`config.mk`:
```
export PLATFORM = sky130hd
export DESIGN_NAME = aesl_deadlock_timeout_reporter
export DESIGN_NICKNAME = d
export VERILOG_FILES = /design/src/rtl/aesl_deadlock_timeout_reporter.sv
export SDC_FILE = /design/constraint.sdc
export NUM_CORES = 1
export LEC_CHECK = 0
export CELL_PAD_IN_SITES_DETAIL_PLACEMENT = 0
export CELL_PAD_IN_SITES_GLOBAL_PLACEMENT = 1
export CORE_ASPECT_RATIO = 1.1
export CORE_UTILIZATION = 40
export CTS_BUF_LIST = sky130_fd_sc_hd__clkbuf_16
export DETAILED_ROUTE_END_ITERATION = 8
export MAX_ROUTING_LAYER = met4
export PLACE_DENSITY = 0.87
export SYNTH_ARGS = -nofsm -noshare
export SYNTH_HDL_FRONTEND = slang
export SYNTH_SLANG_ARGS = --single-unit
```
`constraint.sdc`:
```
create_clock -name clock -period 3.7 [get_ports clock]
set_clock_uncertainty 0.2 [all_clocks]
set_input_delay 0.74 -clock clock [delete_from_list [all_inputs] [get_ports clock]]
set_output_delay 0.74 -clock clock [all_outputs]
set_load 0.03 [all_outputs]
```
`src/rtl/aesl_deadlock_timeout_reporter.sv`:
```
`default_nettype none
// ============================================================================
// Module   : aesl_deadlock_timeout_reporter
// Brief    : Aggregates the per-instance deadlock monitor block flags and
//            raises a sticky deadlock report once some monitor has been
//            blocked for THRESH consecutive cycles with no design progress.
//            Latches first blocked index, block vector and stall length for
//            the end-of-sim report.
// Revision : 1.0 - initial release
// ============================================================================
module aesl_deadlock_timeout_reporter #(
  parameter int NUM_MON = 4,
  parameter int THRESH  = 1024,
  parameter int CNT_W   = 16,
  parameter int IDX_W   = 2
) (
  input  logic               clock,
  input  logic               reset,
  input  logic [NUM_MON-1:0] mon_block,
  input  logic               progress,
  input  logic               clear,
  output logic               suspect,
  output logic               deadlock,
  output logic               deadlock_pulse,
  output logic [IDX_W-1:0]   first_idx,
  output logic [NUM_MON-1:0] block_snapshot,
  output logic [CNT_W-1:0]   stall_cycles
);

  typedef enum logic [1:0] {
    ST_IDLE     = 2'b00,
    ST_SUSPECT  = 2'b01,
    ST_DEADLOCK = 2'b10
  } state_t;

  // Count value on the edge that completes the THRESH-th blocked sample
  localparam logic [CNT_W-1:0] C_LAST_CNT   = CNT_W'(THRESH - 1);
  localparam logic [CNT_W-1:0] C_THRESH_CNT = CNT_W'(THRESH);

  state_t             r_state;
  logic               w_blk;
  logic [IDX_W-1:0]   w_low_idx;

  // A handshake in the same cycle means the design is still moving
  assign w_blk = (|mon_block) & ~progress;

  // Priority encoder: lowest-index monitor currently reporting a block
  always_comb begin
    w_low_idx = '0;
    for (int i = NUM_MON - 1; i >= 0; i--) begin
      if (mon_block[i]) begin
        w_low_idx = IDX_W'(i);
      end
    end
  end

  // Stall-tracking FSM with all report outputs registered alongside the state
  always_ff @(posedge clock or posedge reset) begin
    if (reset) begin
      r_state        <= ST_IDLE;
      suspect        <= 1'b0;
      deadlock       <= 1'b0;
      deadlock_pulse <= 1'b0;
      first_idx      <= '0;
      block_snapshot <= '0;
      stall_cycles   <= '0;
    end else if (clear) begin
      r_state        <= ST_IDLE;
      suspect        <= 1'b0;
      deadlock       <= 1'b0;
      deadlock_pulse <= 1'b0;
      first_idx      <= '0;
      block_snapshot <= '0;
      stall_cycles   <= '0;
    end else begin
      case (r_state)
        ST_IDLE: begin
          deadlock_pulse <= 1'b0;
          deadlock       <= 1'b0;
          if (w_blk) begin
            r_state      <= ST_SUSPECT;
            suspect      <= 1'b1;
            stall_cycles <= CNT_W'(1);
            first_idx    <= w_low_idx;
          end else begin
            suspect      <= 1'b0;
            stall_cycles <= '0;
          end
        end

        ST_SUSPECT: begin
          deadlock_pulse <= 1'b0;
          if (!w_blk) begin
            // Any unblocked cycle fully restarts the stall window
            r_state      <= ST_IDLE;
            suspect      <= 1'b0;
            stall_cycles <= '0;
            first_idx    <= '0;
          end else if (stall_cycles == C_LAST_CNT) begin
            r_state        <= ST_DEADLOCK;
            suspect        <= 1'b0;
            deadlock       <= 1'b1;
            deadlock_pulse <= 1'b1;
            stall_cycles   <= C_THRESH_CNT;
            block_snapshot <= mon_block;
          end else begin
            // first_idx is deliberately held: it names the stall's origin
            stall_cycles <= stall_cycles + CNT_W'(1);
          end
        end

        ST_DEADLOCK: begin
          // Report is frozen until clear or reset
          deadlock_pulse <= 1'b0;
        end

        default: begin
          // Unreachable encoding: fall back to a clean idle state
          r_state        <= ST_IDLE;
          suspect        <= 1'b0;
          deadlock       <= 1'b0;
          deadlock_pulse <= 1'b0;
          first_idx      <= '0;
          block_snapshot <= '0;
          stall_cycles   <= '0;
        end
      endcase
    end
  end

endmodule
`default_nettype wire
```
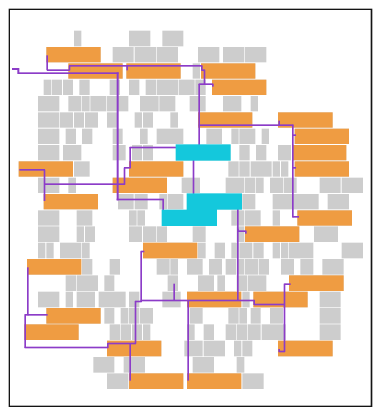
*Routed clock nets over the placement*
Drawn at 6 px/um.
Key: clock wires = purple [length 321 um]; clock drivers = cyan [count 3]; flip-flops = orange [count 27]
Position of the flops: spread over the die.

==> impl_metrics.json <==
{
  "status": "finished, final reports clean",
  "edf_count": 0,
  "place_area_mm2": 0.001844,
  "cp-start-kind": "primary input",
  "synth_flops": 27,
  "yosysTopAreaCellShare_pct": 45.45,
  "grt_pass1_wl_um": 6113,
  "seq_power_share_pct": 50.2,
  "setup_viol": 0,
  "yosysUniqueCellTypes": 43,
  "avgSynthCellArea_um2": 8.795,
  "syn_inst": 169,
  "combPwrFrac_pct": 9.8,
  "dr_total_vias": 1402,
  "fill_cells": 346,
  "ff_type": "dfrtp_1",
  "grt_pass1_vias": 1367,
  "maxPowerGroup": "registers",
  "hpwl_um": 2606,
  "rows": 22,
  "p_int_uw": 469.9,
  "powerSeq_uw": 306,
  "layout.nets": 209,
  "regArea_um2": 675.6,
  "pin_count": 33,
  "routed.top_layer": "met4",
  "cts_max_level": 1,
  "worstPathRequired_ns": 3.69,
  "routabilityCongestion": 0.8096,
  "ir_drop_mv": 0.2054,
  "buffers": 35,
  "fp_nets": 178,
  "met2_usage_pct": 33.24,
  "core_area_mm2": 0.003441,
  "cp_num_cells": 7,
  "portBuffers": 32,
  "dp_slack_ns": 0.6367
}
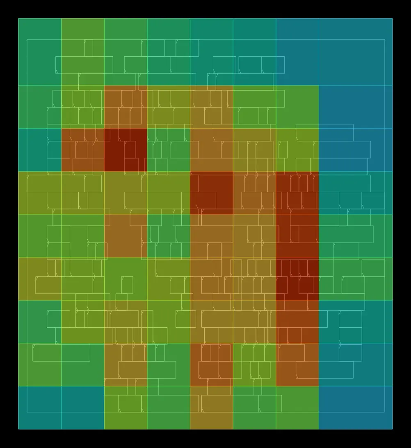
*Track usage over the die*
WL/cell: 14.63 um
GR Layer Usage met3: 2.544%
GRT Util Overall: 20.68%
final design utilization: 55.93%

-- logic make-up after synthesis --
logic type,count (synthesis),synth area share (%)
compound gates,50,20.54
xor+xnor,1,0.5893
fa+ha+maj,1,0.8416
buf+inv,15,4.545
flops,27,45.45
mux,2,1.431
simple gates,73,26.60
-- metrics by stage --
stage	cells	total power, uW
6_report	247	610.1
5_1_grt	247	631.5
4_1_cts	247	617.1
3_5_place_dp	243	371.7
3_3_place_gp	243	370.3
2_1_floorplan	169	346.6
-- worst register-to-register path: stages, from the launching register on --
cell	delay, ns
dfrtp_1	0.43
ha_1	0.26
nand4_1	0.25
nor4_4	0.75
or2_1	0.37
o21ai_1	0.11
mux2_2	0.27
Power and IR drop assume default switching activity.
